[config.mk]
export PLATFORM = sky130hd
export DESIGN_NAME = axi_rr_arb_mux
export DESIGN_NICKNAME = d
export VERILOG_FILES = /design/src/rtl/axi_rr_arb_mux.sv
export SDC_FILE = /design/constraint.sdc
export NUM_CORES = 1
export LEC_CHECK = 0
export CORE_MARGIN = 4
export CORE_UTILIZATION = 40
export DETAILED_ROUTE_END_ITERATION = 8
export PLACE_DENSITY = 0.81
export SYNTH_ARGS = -nofsm -noshare
export SYNTH_HDL_FRONTEND = slang
export SYNTH_SLANG_ARGS = --single-unit
[constraint.sdc]
create_clock -name i_clk -period 2.8 [get_ports i_clk]
set_input_delay 0.42 -clock i_clk [delete_from_list [all_inputs] [get_ports i_clk]]
set_output_delay 0.42 -clock i_clk [all_outputs]
set_load 0.1 [all_outputs]
[src/rtl/axi_rr_arb_mux.sv]
// rtl/axi_rr_arb_mux.sv - N-to-1 round-robin packet arbiter with a forward-registered output.
// Grant is held from a packet's first accepted beat until its last beat is accepted.
module axi_rr_arb_mux #(
  parameter int NS = 4,
  parameter int DW = 8,
  parameter int IW = $clog2(NS)
) (
  input  logic             i_clk,
  input  logic             i_resetn,
  input  logic [NS-1:0]    s_valid,
  output logic [NS-1:0]    s_ready,
  input  logic [NS*DW-1:0] s_data,
  input  logic [NS-1:0]    s_last,
  output logic             m_valid,
  input  logic             m_ready,
  output logic [DW-1:0]    m_data,
  output logic             m_last,
  output logic [IW-1:0]    m_id
);

  typedef enum logic {IDLE = 1'b0, LOCKED = 1'b1} state_t;

  state_t          state;
  logic [IW-1:0]   grant;
  logic [IW-1:0]   rr_ptr;
  logic [IW-1:0]   idle_sel;
  logic [IW-1:0]   sel;
  logic [IW-1:0]   idx;
  logic            found;
  logic            load_en;
  logic            accept;
  logic [DW-1:0]   sel_data;
  logic            sel_last;

  // Search starts just past the last packet's source, so that source ends up lowest priority.
  always_comb begin
    found    = 1'b0;
    idle_sel = '0;
    idx      = '0;
    for (int k = 1; k <= NS; k++) begin
      idx = IW'((int'(rr_ptr) + k) % NS);
      if (!found && s_valid[idx]) begin
        found    = 1'b1;
        idle_sel = idx;
      end
    end
  end

  assign sel     = (state == LOCKED) ? grant : idle_sel;
  assign load_en = ~m_valid | m_ready;

  always_comb begin
    s_ready = '0;
    if (i_resetn && load_en && (state == LOCKED || |s_valid))
      s_ready[sel] = 1'b1;
  end

  always_comb begin
    sel_data = '0;
    for (int i = 0; i < NS; i++) begin
      if (sel == IW'(i))
        sel_data = s_data[i*DW +: DW];
    end
  end

  assign sel_last = s_last[sel];
  assign accept   = s_valid[sel] & s_ready[sel];

  always_ff @(posedge i_clk or negedge i_resetn) begin
    if (!i_resetn) begin
      m_valid <= 1'b0;
      m_data  <= '0;
      m_last  <= 1'b0;
      m_id    <= '0;
      state   <= IDLE;
      grant   <= '0;
      rr_ptr  <= IW'(NS - 1);
    end else if (accept) begin
      m_valid <= 1'b1;
      m_data  <= sel_data;
      m_last  <= sel_last;
      m_id    <= sel;
      if (state == IDLE) begin
        if (sel_last) begin
          rr_ptr <= sel;
        end else begin
          state <= LOCKED;
          grant <= sel;
        end
      end else if (sel_last) begin
        state  <= IDLE;
        rr_ptr <= grant;
      end
    end else if (m_ready) begin
      m_valid <= 1'b0;
    end
  end

endmodule

**Run 1: placed standard cells**

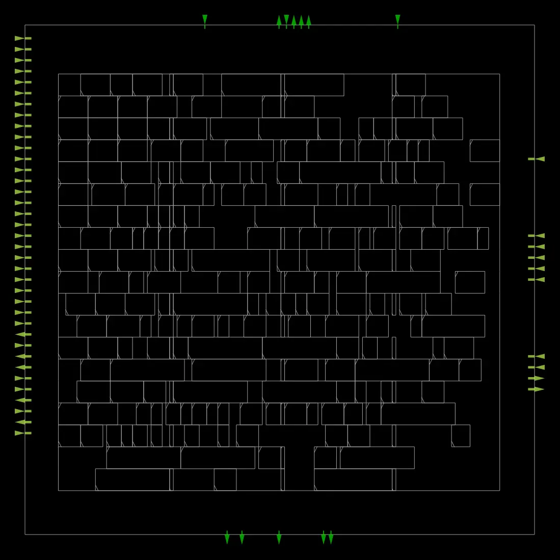
number of cell rows: 19
sequential cell area share: 0.2122
number of fillers in the final layout: 199
floorplan core area: 0.002829 sq mm
fraction of the core area covered by cells at the end of the flow: 0.7130

**Run 1: routed metal per tile**

Bar = 20 um. The die is cut into 13 by 13 equal tiles; black is low, pale yellow is high, scaled to the fullest tile. Values are wire area over tile area, all layers added.
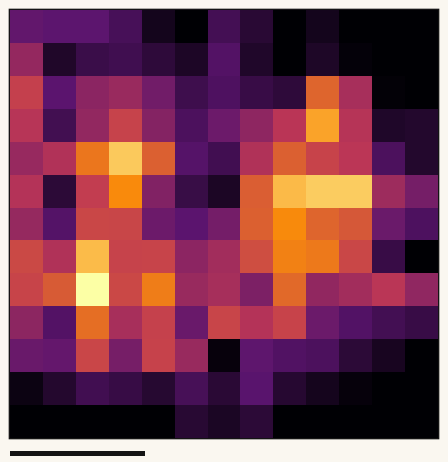
mean over tiles	0.15
densest ninth of the die	left middle
tiles over half the peak	24%
emptiest ninth of the die	bottom right
per-cell routed wire length: 15.07 um
via count of the routed design: 1274
global router's overall resource usage: 0.1732

**Run 1: cell classes on the final placement**

Fill, decap, tap and diode cells in grey.
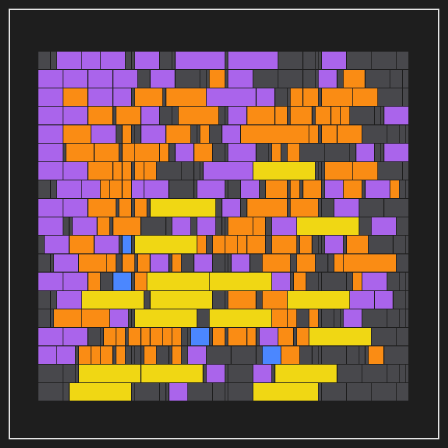
class	colour	cells	share of their area
other buffers and delay cells	purple	79	38%
all other logic	orange	107	39%
flip-flops	yellow	17	22%
clock drivers and dummy loads	blue	4	1.3%
finished layout cell area: 0.002017 sq mm

**Run 1: wiring by layer**

Bar = 20 um. Two of the layers only.
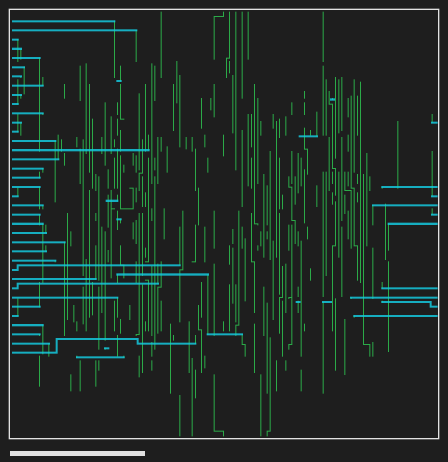
layer	colour	wire length
met3	cyan	359 um
met2	green	1750 um
WL final: 3.586 mm

==> metrics.csv, run 1 <==
stage,metric,value,unit
status,result of the run,completed,
route,Routed met2 length,1.749,mm
synthesis,most area-consuming cells after synthesis,"sky130_fd_sc_hd__dfrtp_1, sky130_fd_sc_hd__mux2i_1, sky130_fd_sc_hd__mux2_2",
floorplanning,effective utilization at floorplan,0.4308,
timing,relative slew slack,0.6738,
layout,area taken by flip-flops and latches,427.9,sq um
layout,number of logic inverters in the finished layout,5,
placement,number of placed cells counting well taps,227,
timing,ratio of final minimum period to clock period,0.9852,
route,sum of met3 wire segment lengths after detailed routing,358,um
power,Top Consumer,combinational logic,
route,wire length on met1,1.381,mm
placement,count of buffers inserted at the top-level ports,58,
layout,Comb gates,102,
power,PwrDens,1345,mW/mm^2
hold_path,cell depth of the worst min-delay path,2,
layout,Largest register FFs,8,
global_route,total grt overflow,0,
placement,HPWL after detailed placement,2.934,mm
setup_path,CP Capture Type,primary output,
power,logic gate share of total power,0.775,
setup_path,Critical Path Start Type,input pin,
global_route,"Most Used Layer, Global Route",met2,
placement,Post-DP Area,0.001933,sq mm
setup_path,number of buffer and inverter stages on the critical path,3,
run 1: worst max-delay path by stage:
| stage | start | end | slack, ns | cells past startpoint |
|---|---|---|---|---|
| after detailed placement | s_valid[3] | grant[1] | -0.14 | 8 |
| after CTS | s_valid[3] | s_ready[2] | 0.007 | 7 |
| final | s_valid[3] | s_ready[2] | 0.04 | 6 |
| after global placement | s_valid[3] | grant[1] | -0.04 | 9 |
| after global routing | s_valid[3] | s_ready[2] | 0.01 | 6 |
| after floorplan | rr_ptr[1] | s_ready[0] | -0.07 | 5 |
run 1: cell families after synthesis:
kind of cell	share of synthesized area
mux	0.1992
compound gates	0.2331
simple gates	0.1653
buf+inv	0.05133
flops	0.3511
**Run 1: where the registers sit**

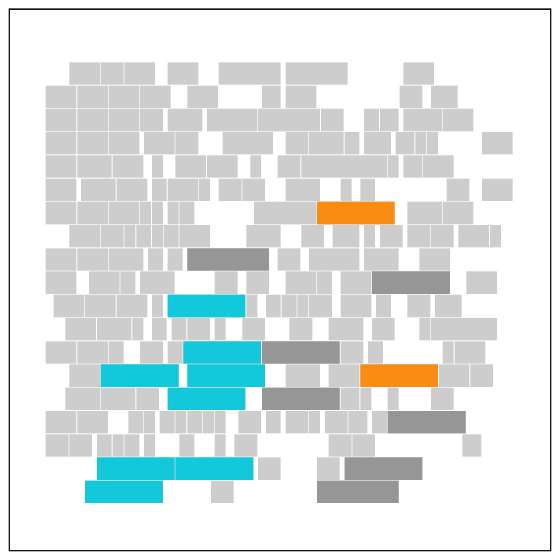

==> run 2, diff against run 1 <==
CAP_MARGIN = 20   (was default)
CORE_MARGIN = default   (was 4)
**Run 2: where the registers sit**

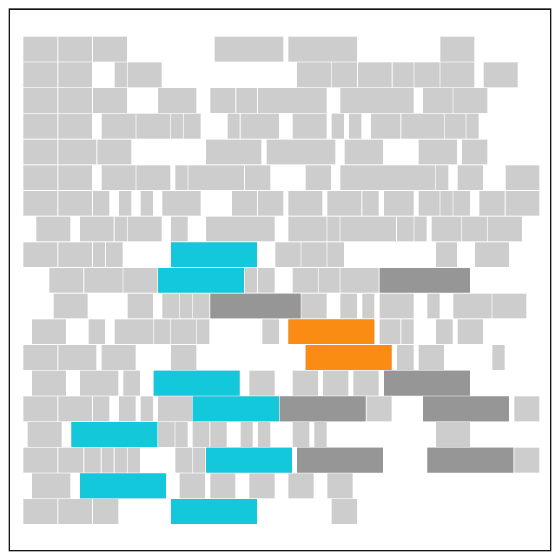
name in the netlist	colour	flops
grant	orange	2
m_data	cyan	8
not coloured	7
sequential-cell power consumption: 0.479 mW
fraction of the core area covered by cells at the end of the flow: 0.7010
area taken by flip-flops and latches: 427.9 sq um
sequential cell area share: 0.2158

==> run 2 against run 1 <==
Effect of this change: the flow now finishes with violations (design-rule violations); combinational power shrank 4%; non-clock buffer count shrank 6; first-iteration DRC count shrank 21%; worst hold slack lost 0.0081 ns; synthesized cell count is the same; core utilization shrank 1.2 points; worst setup slack gained 0.028 ns.
==> metrics.csv, run 2 <==
stage,metric,value,unit,change
global_route,global router's overall resource usage,0.2241,,+0.05087
setup_path,Crit. Startpoint,s_valid[3],,
route,DR DRC count,3,,
route,via count of the routed design,1265,,-0.71%
setup_path,CP Capture Type,primary output,,
placement,number of placed cells counting well taps,228,,+0.44%
layout,Comb gates,102,,unchanged
route,WL final,3.261,mm,-9.1%
global_route,"Most Used Layer, Global Route",met2,,
route,sum of met3 wire segment lengths after detailed routing,266,um,-26%
setup_path,number of buffer and inverter stages on the critical path,3,,unchanged
placement,count of buffers inserted at the top-level ports,58,,unchanged
global_route,total grt overflow,0,,unchanged
status,result of the run,"finished, violations left",,
layout,finished layout cell area,0.001983,sq mm,-1.7%
status,failing checks,design-rule violations,,
floorplanning,number of cell rows,19,,unchanged
floorplanning,floorplan core area,0.002829,sq mm,unchanged
placement,Post-DP Area,0.001953,sq mm,+1.0%
setup_path,last element of the critical path,s_ready[2],,
power,PwrDens,1328,mW/mm^2,-1.3%
floorplanning,effective utilization at floorplan,0.4308,,unchanged
[run 2: where the power goes]
part | leakage, nW | switching (mW) | total [mW] | internal (mW)
clock | 0.0150 | 0.0756 | 0.131 | 0.0554
combinational | 0.650 | 1.32 | 2.02 | 0.705
sequential | 0.206 | 0.103 | 0.479 | 0.376
[run 2: cells by family (layout without fill, tap and decap cells)]
kind of cell / after synthesis / after routing / synth area share
simple gates: 41 / 41 / 0.1653
compound gates: 38 / 38 / 0.2331
mux: 23 / 23 / 0.1992
flops: 17 / 17 / 0.3511
buf+inv: 13 / 82 / 0.05133
[run 2: what timing repair did]
item | 4_1_cts | 5_1_grt
gates resized | 0 | 1
setup buffers | 0 | 0
endpoints found under the setup margin | 0 | 2
Power and IR drop assume default switching activity.
